Run 1, where the registers sit:
Other cells in grey.
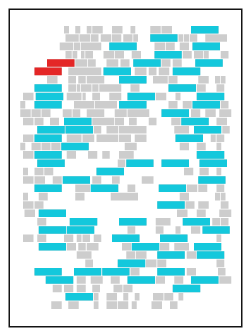
Run 1, ports around the boundary:
Pins as bars across the die edge, other pins in grey.
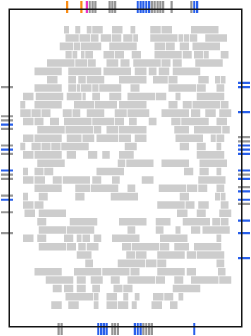
Run 1, clock nets:
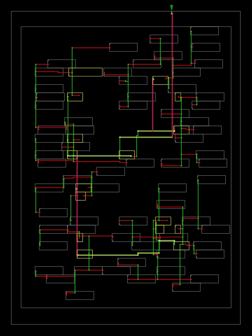
Run 1, clock network drawn from the DEF:
The bar under the picture is 20 um long.
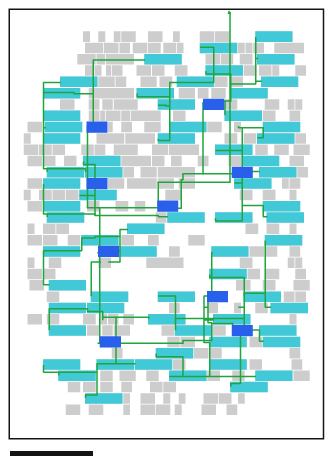
### src/rtl/pipe_pkg.sv
// Shared constants and sizing helpers for the pipe_regs register slice.
package pipe_pkg;
  localparam int DEF_WIDTH = 32;
  localparam int DEF_DEPTH = 2;

  function automatic int occ_w(input int depth);
    return $clog2(depth + 1);
  endfunction
endpackage

### src/rtl/pipe_stage.sv
// One pipeline slot: valid flag plus payload register with load enable and sync clear.
module pipe_stage
  import pipe_pkg::*;
#(
  parameter int               WIDTH     = DEF_WIDTH,
  parameter logic [WIDTH-1:0] RESET_VAL = '0
) (
  input  logic             gclk,
  input  logic             grst_n,
  input  logic             en,
  input  logic             clr,
  input  logic             vin,
  input  logic [WIDTH-1:0] din,
  output logic             vout,
  output logic [WIDTH-1:0] dout
);

  always_ff @(posedge gclk or negedge grst_n) begin
    if (!grst_n) begin
      vout <= 1'b0;
      dout <= RESET_VAL;
    end else if (clr) begin
      vout <= 1'b0;
      dout <= RESET_VAL;
    end else if (en) begin
      vout <= vin;
      // a bubble moving in clears the flag but keeps the old payload
      if (vin) dout <= din;
    end
  end

endmodule

### src/rtl/pipe_regs.sv
// Bubble-collapsing valid/ready register pipeline of DEPTH stages with flush.
module pipe_regs
  import pipe_pkg::*;
#(
  parameter int               WIDTH     = DEF_WIDTH,
  parameter int               DEPTH     = DEF_DEPTH,
  parameter logic [WIDTH-1:0] RESET_VAL = '0
) (
  input  logic                       clk,
  input  logic                       reset,
  input  logic                       flush,
  input  logic                       in_valid,
  output logic                       in_ready,
  input  logic [WIDTH-1:0]           in_data,
  output logic                       out_valid,
  input  logic                       out_ready,
  output logic [WIDTH-1:0]           out_data,
  output logic [occ_w(DEPTH)-1:0]    occupancy
);

  localparam int OW = occ_w(DEPTH);

  if (DEPTH < 1) begin : g_bad_depth
    $error("pipe_regs: DEPTH must be at least 1");
  end
  if (WIDTH < 1 || WIDTH > 1024) begin : g_bad_width
    $error("pipe_regs: WIDTH must be within 1..1024");
  end

  // index 0 is the upstream port; index i+1 is the output of stage i
  logic [DEPTH:0]            vld_pipe;
  logic [DEPTH:0][WIDTH-1:0] dat_pipe;
  logic [DEPTH:0]            rdy;

  assign vld_pipe[0] = in_valid;
  assign dat_pipe[0] = in_data;
  assign rdy[DEPTH]  = out_ready;

  for (genvar i = 0; i < DEPTH; i++) begin : g_stage
    assign rdy[i] = !vld_pipe[i+1] || rdy[i+1];

    pipe_stage #(
      .WIDTH     (WIDTH),
      .RESET_VAL (RESET_VAL)
    ) u_stage (
      .gclk   (clk),
      .grst_n (reset),
      .en     (rdy[i]),
      .clr    (flush),
      .vin    (vld_pipe[i]),
      .din    (dat_pipe[i]),
      .vout   (vld_pipe[i+1]),
      .dout   (dat_pipe[i+1])
    );
  end

  assign in_ready  = rdy[0] && !flush;
  assign out_valid = vld_pipe[DEPTH] && !flush;
  assign out_data  = dat_pipe[DEPTH];

  always_comb begin
    occupancy = '0;
    for (int i = 1; i <= DEPTH; i++)
      occupancy = occupancy + OW'(vld_pipe[i]);
  end

endmodule

### config.mk
export PLATFORM = sky130hd
export DESIGN_NAME = pipe_regs
export DESIGN_NICKNAME = d
export VERILOG_FILES = /design/src/rtl/pipe_pkg.sv /design/src/rtl/pipe_stage.sv /design/src/rtl/pipe_regs.sv
export SDC_FILE = /design/constraint.sdc
export NUM_CORES = 1
export LEC_CHECK = 0
export CORE_ASPECT_RATIO = 1.4
export CORE_MARGIN = 3
export CORE_UTILIZATION = 40
export DETAILED_ROUTE_END_ITERATION = 10
export PLACE_DENSITY = 0.78
export SLEW_MARGIN = 40
export SYNTH_ARGS = -nofsm -noshare
export SYNTH_HDL_FRONTEND = slang
export SYNTH_SLANG_ARGS = --single-unit
### constraint.sdc
create_clock -name clk -period 1.1 [get_ports clk]
set_input_delay 0.22 -clock clk [delete_from_list [all_inputs] [get_ports clk]]
set_output_delay 0.22 -clock clk [all_outputs]
set_load 0.01 [all_outputs]
==> run summary, run 1 <==
This memo summarizes the results of the implementation run.

Run status
The run finished, with violations left. The checks that failed: setup timing.

Worst setup path
The worst setup path is captured at a flip-flop. The register-to-register path setup slack is -0.32 ns. The report shows a maximum critical-path fanout of 8. The launching element of the worst setup path is g_stage[0].u_stage.vout. The path depth of the worst reg2reg path is 6. The reg-to-reg critical path endpoint is g_stage[0].u_stage.dout[24].

The most repeated library cell on the critical path is buf_6. The startpoint kind of the worst setup timing path is a flip-flop. Per the timing report, the most critical flop-to-flop path originates at g_stage[0].u_stage.vout. The critical path start-end classification is reg2reg. The delay contributed by the slowest stage of the critical path is approximately 0.40 ns. On the critical path, the stage with the largest delay is an instance of dfrtp_1. Data on the critical path arrives at its endpoint at between 1.5 and 2 ns.

The data required time at the worst endpoint is ~1.4 ns. The cell sequence reported for the critical path is and3b_4 > buf_6 > nor3b_4 > buf_6 > buf_12 > a22o_1.

Job
In this run the tools logged warnings totalling 29. The tool flagged a number of max-cap violations equal to 0.

Final layout
The final antenna diode tally reported by the flow is 0. The fraction of final layout cells sized beyond drive strength 1 is 0.384. Leaving out filler cells and counting taps, the final layout contains 353. At the end of the flow, the number of nets in the layout was about 310. In the layout the commonest cells are dfrtp_1 (66), a22o_1 (64), clkdlybuf4s50_1 (35), buf_4 (34), buf_2 (27). The number of filler cells placed in the layout is ~530. The summed area of non-filler cells in the final layout is approximately 3700 sq um. The highest-count logic cell in the final layout is dfrtp_1.

STA
The flow reports an fmax of ~700 MHz. The final timing report lists a hold violation count of 0. The final count of pins violating max slew is 0.

The post-route setup TNS is -18.80 ns. Per the slew report, the remaining headroom to the max-slew limit stands at 0.759. Dividing the final minimum period by the clock period gives 1.29.

The number of setup violations in the final report is 70. The final worst-path setup slack is -0.321 ns. The final period demand of the worst path is between 1 and 1.5 ns.

Detailed routing
After detailed routing, the number of vias per cell comes to roughly 5.2. The remaining design rule violation count is 0. For this run, the detailed router's first-pass iteration total came to 4. The total vias in the final route is roughly 1,800. The total wirelength of the detailed-routed design is 6090 um. Per the log, the first TritonRoute iteration ended with a DRC count of around 68.

Power and ir drop
The worst voltage drop across the vdd grid is 0.882 mV. The share of total power dissipated in combinational logic is 0.120. The switching component of the power was reported as between 1000 and 1500 uW. Power spread over the standard cell area amounts to between 1000 and 1500 nW/um^2. The proportion of power drawn by flip-flops and latches is 0.498. Power comes to approximately 5200 uW. The switching power share of the total is 0.243. The cell-internal power is between 3000 and 4000 uW.

Global route
The global-route usage over all layers is 0.152. met2 is the most crowded layer. In the global route stage, met3 resource usage came out at 0.0341.

For met1 alone, demand over resource in global routing was 0.181. The first global-routing pass estimated between 8000 and 9000 um of wire. The via count of the first global-routing pass is 1,825.

For this run the aggregate overflow at the end of global routing stands at 0. The met2 track demand over resource is 0.261. Entering global routing, the biggest net connects roughly 67 pins.

CTS
For reference, the clock transition at the flip-flops on the worst setup and hold paths is about 0.08 ns. The clock passes through at most 2 buffers. The cell at the root of the clock tree is clkbuf_8. According to the CTS report, the clock sink count is around 66.

The clock tree from TritonCTS is done.

Synth
The net count after synthesis is roughly 230. Ranked by total cell area, the synthesized netlist is headed by dfrtp_1 (61%), a22o_1 (21%), buf_4 (8.9%), buf_6 (2.9%), nor3b_4 (1.4%). The post-synthesis area per instance is roughly 14 sq um. The total of flip-flops plus latches after synthesis is 66.

The cell area after technology mapping is roughly 2700 sq um. The top cell type by total area after synthesis is dfrtp_1. The number of different library cells used by synthesis comes to 15. Yosys reports a chip area of between 2000 and 3000 sq um. The number of standard cells reported by yosys is between 150 and 200. Of the post-synthesis cell area, the dominant cell type holds 0.615. The sequential share of the synthesized area is 0.615. The gate count of the mapped netlist is approximately 190.

Placement
The number of placed instances, taps included, is 309. After its last routability iteration, the placer logged a weighted congestion of slightly above 0.6. Per the post-place timing report, worst setup slack is -0.644 ns. After detailed placement, the total cell area comes to about 3400 sq um.

The wire-length estimate of the detail-placed layout is around 3700 um.

Floorplanning
The starting density of the core is 0.421. The number of top-level pins is about 73. Per the OpenROAD floorplan log, the area of the core is between 6000 and 7000 sq um. The total number of placement rows is 34.

Worst hold path
The worst hold-check path type is in2async.
Back to the opening pictures, 'where the registers sit':
Key: g_stage.u_stage.vout = red [flops 2]; g_stage.u_stage.dout = cyan [flops 64, where spread over the die]
post-route core utilization: 0.586
flop share of the area: 0.442
Seq power: 2580 uW

Back to the opening pictures, 'ports around the boundary':
Key: out_ready = magenta [pins 1, direction input, edge top]; out_data = blue [pins 32, direction output, edge 13 right, 8 bottom, 7 top, 4 left]; occupancy = orange [pins 2, direction output, edge top]
All pins by edge: 23 top, 18 right, 17 bottom, 15 left.
port buffer count: 72
overall die height: 103 um
Die X-Extent: 75.3 um

Back to the opening pictures, 'clock nets':
TritonCTS Buffers: 9
sequential cells: 66
clock latency at the later pin of the worst-skew pair: 0.33 ns

Back to the opening pictures, 'clock network drawn from the DEF':
Key: clock-net drivers = blue [count 9]; clock wires = green [length 817 um]; flip-flops = cyan [count 66]
Position of the flops: spread over the die. There are 10 routed clock nets.
setup clock skew after layout: 0.00692 ns
share of total power in the clock network: 0.382
clock group power: 1980 uW

[run 1: flip-flops by register name, summed over array words and instances, names as in the netlist]
name                  count
g_stage.u_stage.vout      2
g_stage.u_stage.dout     64
[run 1: worst max-delay path: cells and delay by family, from the launching register on]
family	cells	cell delay, ns
compound gates	1	0.15
buf+inv	3	0.40
flops	1	0.40
simple gates	2	0.38
[run 1: area by class of cell]
type	count	area [sq um]	area share
Multi-Input combinational cell	79	714	0.191
Sequential cell	66	1650	0.442
Clock inverter	7	70.1	0.0187
Timing Repair Buffer	120	1090	0.291
Tap cell	72	90.1	0.0241
Clock buffer	9	124	0.0331
[run 1: synth_stat cells]
master and number:
dfrtp_1 66, a22o_1 64, buf_4 32, buf_6 7, buf_2 6, nor2_1 5
nor3b_4 2, a21oi_1 1, a21oi_2 1, and2b_4 1, and3b_4 1, ha_1 1
nand2b_1 1, nand3b_1 1, nor2b_1 1
[run 1: repair_timing]
item	in CTS	in global routing
buffers inserted	15	9
cloned	0	3
resized	149	12
endpoints found under the setup margin	100	99
endpoints found under the hold margin	66	0
hold buffers	1	0
pin swaps	0	6
[run 1: power groups by stage]
stage	Clock [uW]	Combinational (uW)	Sequential, uW
global placement	0	564	2620
global route	2130	667	2590
floorplan	0	262	2610
finish	1980	619	2580
detailed placement	0	575	2630
CTS	2050	570	2580
[run 1: metal layers]
| metal | vias up | share of wire |
|---|---|---|
| met2 | 49 | 0.54 |
| met3 | 7 | 0.042 |
| met5 | - | 0 |
| li1 | 842 | - |
| met1 | 921 | 0.41 |
| met4 | 0 | 0.015 |
[run 1: cell families after synthesis]
logic type / Yosys count / share of synthesized area
adder cells (fa/ha/maj): 1 / 0.00466
buffers and inverters: 45 / 0.130
AND-OR/OR-AND: 66 / 0.214
AND/OR/NAND/NOR: 12 / 0.0368
flip-flops: 66 / 0.615
Run 1, signal wires by layer:
The bar under the picture is 20 um long.
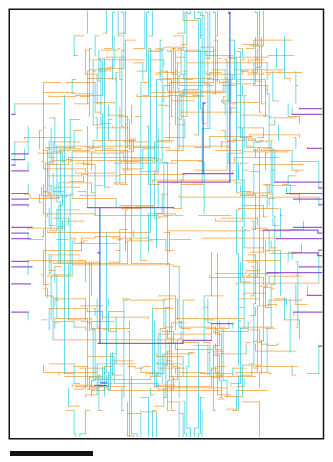

==> run 2, diff against run 1 <==
DONT_BUFFER_PORTS = 1   (was default)
PLACE_DENSITY = 0.63   (was 0.78)
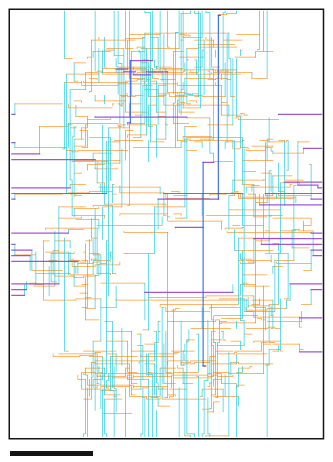
Run 2: signal wires by layer
The bar under the picture is 20 um long.
Key: M4 = blue [wire length 108 um]; M1 = orange [wire length 2,210 um]; M3 = purple [wire length 349 um]; M2 = cyan [wire length 2,820 um]
detailed-route via count: 1,497
routed wire length: 5490 um
overall fraction of global-route tracks in use: 0.148

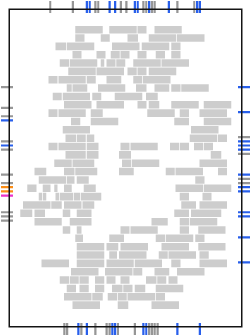
Run 2: ports around the boundary
Pins as bars across the die edge, other pins in grey.
Key: out_ready = magenta [pins 1, direction input, edge left]; out_data = blue [pins 32, direction output, edge 12 right, 10 top, 8 bottom, 2 left]; occupancy = orange [pins 2, direction output, edge left]
port buffer count: 0

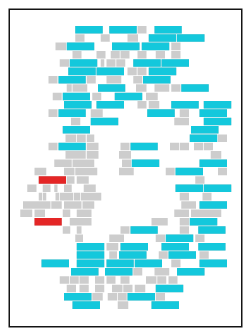
Run 2: where the registers sit
Other cells in grey.
Key: g_stage.u_stage.dout = cyan [flops 64]; g_stage.u_stage.vout = red [flops 2]
Seq power: 2610 uW
storage element area: 1650 sq um

==> run 2 against run 1 <==
The run ends with hold timing, setup timing left. Clock-buffer cell count is 2 higher. Clock skew down 0.00067 ns. Critical path depth is the same. Cell area decreased by 19%. Worst hold slack got worse by 0.83 ns. First-iteration DRC count is 19% higher. Setup slack improved by 0.0027 ns. Final cell count down 25%. Global-route usage shrank 0.44 points. Fmax is 0.19% higher. Wire length decreased by 9.8%. Total power fell by 10%. Largest cell class unchanged. Highest routed layer unchanged.
==> run summary, run 2 <==
This memo summarizes the results of the implementation run.

Run status
Run status: finished with violations (unchanged). Violations in the final reports: hold timing, setup timing (was setup timing).

Worst hold path
The worst hold-check path type is in2async (unchanged).

Synth
The most used standard cell by instance count after synthesis is dfrtp_1 (unchanged). The number of standard cells reported by yosys is 190 (unchanged). The top cell type by total area after synthesis is dfrtp_1 (unchanged). The dominant synthesized flop cell is dfrtp_1 (unchanged).

Floorplanning
The standard cell core area is 6380 sq um (unchanged). The die span in y was 103 um (unchanged).

Detailed routing
The total routed wire length on the met1 layer came to 2210 um (was 2470 um). The iteration-0 DRC count of the detailed router is 81 (was 68). The remaining design rule violation count is 0 (unchanged).

The uppermost layer routed is met4 (unchanged). The average vias per placed instance came to 5.65 (was 5.15).

CTS
The post-cts hold-fix buffer tally is 11 (was 1). The number of clock sinks is 66 (unchanged). The number of setup buffers added after CTS is 3 (was 15). The insertion delay of the later-clocked pin in the worst-skew pair is 0.33 ns (about the same).

Worst setup path
Cell-by-cell trace of the critical path: and3b_4 > buf_6 > nor3b_4 > buf_6 > buf_6 > a22o_1 (was and3b_4 > buf_6 > nor3b_4 > buf_6 > buf_12 > a22o_1). The launch point of the worst reg-to-reg path is g_stage[1].u_stage.vout (was g_stage[0].u_stage.vout). The path depth of the worst reg2reg path is 6 (unchanged).

The delay contributed by the slowest stage of the critical path is 0.42 ns (was 0.40 ns).

Placement
The worst setup slack after placement is -0.235 ns (was -0.644 ns). The detailed placer's ending HPWL is 3730 um (was 3670 um). The number of cells in the design after placement is 230 (was 309).

Global route
The layer with the highest usage after global routing is met2 (unchanged). The met1 usage is 0.176 (was 0.181). The first-pass GRT wire length came to 8470 um (was 8760 um). The pin count of the biggest net entering global routing was 67 (unchanged).

The total grt overflow is 0 (unchanged).

STA
The number of endpoints with negative hold slack in the final report is 66 (was 0). The top achievable clock speed is 705 MHz (was 704 MHz). The final worst-path setup slack is -0.318 ns (was -0.321 ns).

The number of setup violations in the final report is 68 (was 70). The part of the cycle the worst path needs came to 1.29 (about the same). The worst hold margin is -0.420 ns (was 0.408 ns).

Power and ir drop
The net switching power is 1070 uW (was 1260 uW). The switching power share of the total is 0.230 (was 0.243). The cell-internal power is 3580 uW (was 3920 uW).

Final layout
Most common logic cells in the final layout: dfrtp_1 (66), a22o_1 (64), dlygate4sd3_1 (13), clkbuf_8 (10), buf_6 (10) (was dfrtp_1 (66), a22o_1 (64), clkdlybuf4s50_1 (35), buf_4 (34), buf_2 (27)).
-- run 2: cell count changes in the layout (fill, tap and decap cells not counted), sizes merged --
cell,change
buf,-61
clkinv,-3
clkdlybuf4s50,-35
dlygate4sd3,+12
bufinv,-1
-- run 2: worst max-delay path by stage --
stage / from / endpoint / slack, ns / cells after the start
finish: g_stage[1].u_stage.vout / g_stage[0].u_stage.dout[2] / -0.32 / 6
global route: g_stage[1].u_stage.vout / g_stage[0].u_stage.dout[17] / -0.41 / 6
CTS: g_stage[1].u_stage.vout / in_ready / -0.33 / 3
detailed placement: g_stage[1].u_stage.vout / g_stage[1].u_stage.dout[1] / -0.24 / 4
global placement: g_stage[1].u_stage.vout / g_stage[1].u_stage.dout[13] / -0.18 / 4
floorplan: g_stage[1].u_stage.vout / g_stage[0].u_stage.dout[10] / -0.13 / 4
-- run 2: through the flow --
stage	instance area, sq um	hold slack (ns)	setup TNS, ns	power (uW)
2_1_floorplan	2690	-0.0756	-6.78	2880
3_3_place_gp	2580	-0.0740	-9.12	2910
3_5_place_dp	2580	-0.0743	-12.30	2920
4_1_cts	2960	-0.446	-16.68	4690
5_1_grt	3020	-0.445	-20.93	4850
6_report	3020	-0.420	-15.52	4650
-- run 2: cell families (layout without fill, tap and decap cells) --
family / Yosys count / after routing / share of synthesized area
buffers and inverters: 45 / 48 / 0.130
AND-OR/OR-AND: 66 / 66 / 0.214
AND/OR/NAND/NOR: 12 / 12 / 0.0368
adder cells (fa/ha/maj): 1 / 1 / 0.00466
flip-flops: 66 / 66 / 0.615
-- run 2: area by class of cell --
cell class / count / area (sq um)
Clock buffer: 11 / 141
Fill cell: 563 / 3360
Timing Repair Buffer: 34 / 390
Sequential cell: 66 / 1650
Clock inverter: 3 / 17.5
Multi-Input combinational cell: 79 / 727
Tap cell: 72 / 90.1
Run 2, clock nets:
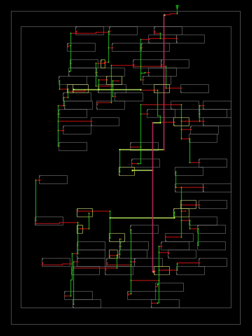

==> run 3, diff against run 2 <==
PLACE_DENSITY = 0.56   (was 0.63)
RECOVER_POWER = 25   (was default)
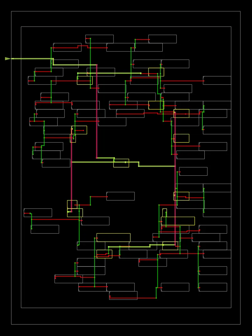
Run 3: clock nets
clock buf count: 12
setup clock skew after layout: 0.00965 ns
clock group power: 2310 uW
CTS Sinks: 66

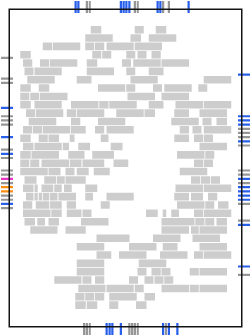
Run 3: ports around the boundary
Pins as bars across the die edge, other pins in grey.
Key: out_data = blue [pins 32, direction output, edge 12 right, 9 top, 7 bottom, 4 left]; occupancy = orange [pins 2, direction output, edge left]; out_ready = magenta [pins 1, direction input, edge left]

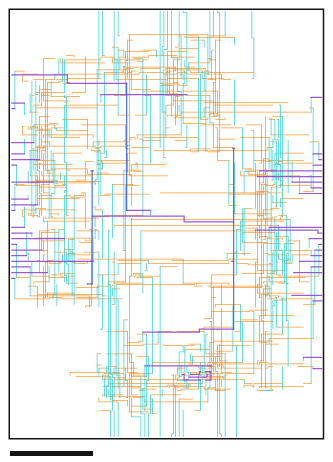
Run 3: signal wires by layer
The bar under the picture is 20 um long.
Key: M1 = orange [wire length 2,450 um]; M2 = cyan [wire length 3,030 um]; M3 = purple [wire length 376 um]; M4 = blue [wire length 101 um]
detailed-route via count: 1,587
overall fraction of global-route tracks in use: 0.159
routed wire length: 5960 um
average detailed-routed wire length per instance: 21.2 um

==> run 3 against run 2 <==
The flow still finishes with violations (hold timing, setup timing). Largest power group unchanged. Worst hold slack worse by 0.015 ns. Total power grew 14%. Critical endpoint is now g_stage[0].u_stage.dout[27]. First-iteration DRC count stayed put. Critical path depth shrank 1.
==> run summary, run 3 <==
This memo summarizes the results of the implementation run.

Run status
Run status: finished with violations (unchanged). Violations in the final reports: hold timing, setup timing (unchanged).

Final layout
Registers with the most flip-flops: g_stage.u_stage.dout x64, g_stage.u_stage.vout x2 (unchanged). The largest register by flop count is g_stage.u_stage.dout (unchanged). The diode insertion count for antenna repair is 0 (unchanged). The highest-count logic cell in the final layout is dfrtp_1 (unchanged). The flip-flop count of the largest register, all copies and words added is 64 (unchanged). The number of nets in the final layout is 242 (was 228).

Placement
The number of cells in the design after placement is 230 (unchanged). The worst setup slack after placement is -0.208 ns (was -0.235 ns). The detailed placer's ending HPWL came to 3670 um (was 3730 um). The final weighted congestion in routability-driven placement came to 0.692 (was 0.656).

Synth
The multiplexer share of the synthesized area is 0 (unchanged). The post-synthesis share of cell area spent on and-or and or-and gates is 0.214 (unchanged). The simple-gate area share of the yosys netlist was 0.0368 (unchanged). Top cells by count, synth: dfrtp_1 (66), a22o_1 (64), buf_4 (32), buf_6 (7), buf_2 (6) (unchanged). The main logic family after synthesis is AND-OR/OR-AND gates (unchanged). The number of standard cells reported by yosys is 190 (unchanged). The dominant synthesized flop cell is dfrtp_1 (unchanged). The cell area after technology mapping is 2690 sq um (unchanged).

The area fraction in full adders, half adders and majority gates was 0.00466 (unchanged). The area share of the largest cell type after synthesis was 0.615 (unchanged). The net count after synthesis is 228 (unchanged).

Detailed routing
The met3 layer wire length in the routed design is 375 um (was 349 um). The sum of met2 wire segment lengths after detailed routing came to 3030 um (was 2820 um). The uppermost layer routed is met4 (unchanged). The average vias per placed instance is 5.65 (about the same). The total routed wire length on the met1 layer is 2450 um (was 2210 um). The remaining design rule violation count is 0 (unchanged).

STA
The worst max-slew margin expressed relative to the limit is 0.841 (was 0.875). The worst hold margin is -0.435 ns (was -0.420 ns). The number of setup violations in the final report is 68 (unchanged). The post-route setup TNS is -17.86 ns (was -15.52 ns). The part of the cycle the worst path needs is 1.27 (was 1.29). The final worst-path setup slack is -0.293 ns (was -0.318 ns). The final count of pins violating max slew was 0 (unchanged). The number of endpoints with negative hold slack in the final report is 66 (unchanged).

Global route
The first-pass GRT wire length was 8950 um (was 8470 um). The total grt overflow is 0 (unchanged). The met2 track demand over resource is 0.264 (was 0.234). The via count of the first global-routing pass is 1,757 (was 1,658). The met3 capacity usage during global routing is 0.0576 (was 0.0527).

Job
The tally of max-capacitance violations is 0 (unchanged).

CTS
The largest buffer count on any clock path came to 2 (unchanged). The register clock-pin slew on the reported worst setup and hold paths is 0.07 ns (about the same). The number of CTS-inserted buffers is 9 (unchanged). The insertion delay of the later-clocked pin in the worst-skew pair is 0.34 ns (was 0.33 ns).

Floorplanning
The total number of placement rows is 34 (unchanged). The number of top-level pins is 73 (unchanged). The starting density of the core is 0.421 (unchanged).

The standard cell core area came to 6380 sq um (unchanged).

Worst setup path
Cell-by-cell trace of the critical path: and3b_4 > buf_6 > nor3b_4 > buf_4 > a22o_1 (was and3b_4 > buf_6 > nor3b_4 > buf_6 > buf_6 > a22o_1). The data arrival at the endpoint of the critical path is 1.67 ns (was 1.68 ns). The number of buffer and inverter instances along the worst setup path is 2 (was 3). The delay contributed by the slowest stage of the critical path is 0.40 ns (was 0.42 ns). The highest net fanout along the worst path is 9 (was 7). The critical path start-end classification is reg2reg (unchanged). The path depth of the worst reg2reg path was 5 (was 6).

The reg-to-reg critical path endpoint is g_stage[0].u_stage.dout[27] (was g_stage[0].u_stage.dout[2]). The endpoint type of the worst setup path is a flip-flop (unchanged). The register-to-register path setup slack is -0.29 ns (was -0.32 ns). The startpoint kind of the worst setup timing path is a flip-flop (unchanged). The cell family contributing the most delay on the critical path is simple AND/OR/NAND/NOR gates (unchanged).

Power and ir drop
The total power divided by cell area came to 1660 nW/um^2 (was 1540 nW/um^2). The worst voltage drop across the vdd grid is 0.779 mV (was 0.730 mV).
## run 3: worst register-to-register path: stages, from the launching register on
cell and delay [ns]:
dfrtp_1 0.40, and3b_4 0.21, buf_6 0.11, nor3b_4 0.24, buf_4 0.22, a22o_1 0.15
## run 3: through the flow
step / instance area (sq um) / total power (uW)
floorplan: 2690 / 2880
global placement: 2540 / 2890
detailed placement: 2540 / 2910
CTS: 3110 / 5330
global route: 3210 / 5530
finish: 3210 / 5310
## run 3: report_power, final
group / switching, uW / internal [uW]
sequential: 79.9 / 2530
combinational: 166 / 236
clock: 905 / 1400
total: 1150 / 4160
## run 3: area by class of cell
cell class                 count  area, sq um
fill                         530         3170
clock buffer                  12          155
tap                           72         90.1
timing repair buffer          48          517
clock inverter                 4         73.8
sequential                    66         1650
multi-input combinational     79          722
## run 3: worst max-delay path by stage
stage                                 start                           to  slack, ns  cells after the start
floorplan           g_stage[1].u_stage.vout  g_stage[0].u_stage.dout[10]      -0.13                      4
global placement    g_stage[1].u_stage.vout  g_stage[1].u_stage.dout[14]      -0.14                      4
detailed placement  g_stage[1].u_stage.vout  g_stage[0].u_stage.dout[17]      -0.21                      4
CTS                 g_stage[0].u_stage.vout                     in_ready      -0.31                      3
global route        g_stage[0].u_stage.vout  g_stage[0].u_stage.dout[27]      -0.34                      5
finish              g_stage[0].u_stage.vout  g_stage[0].u_stage.dout[27]      -0.29                      5
## run 3: repair_timing
| item | in CTS | in global routing |
|---|---|---|
| pin swaps | 3 | 3 |
| gates cloned | 2 | 3 |
| hold endpoints to repair | 88 | 67 |
| setup buffers | 4 | 3 |
| gates resized | 18 | 11 |
| endpoints found under the setup margin | 68 | 68 |
| hold buffers | 22 | 1 |
Power and IR drop assume default switching activity.
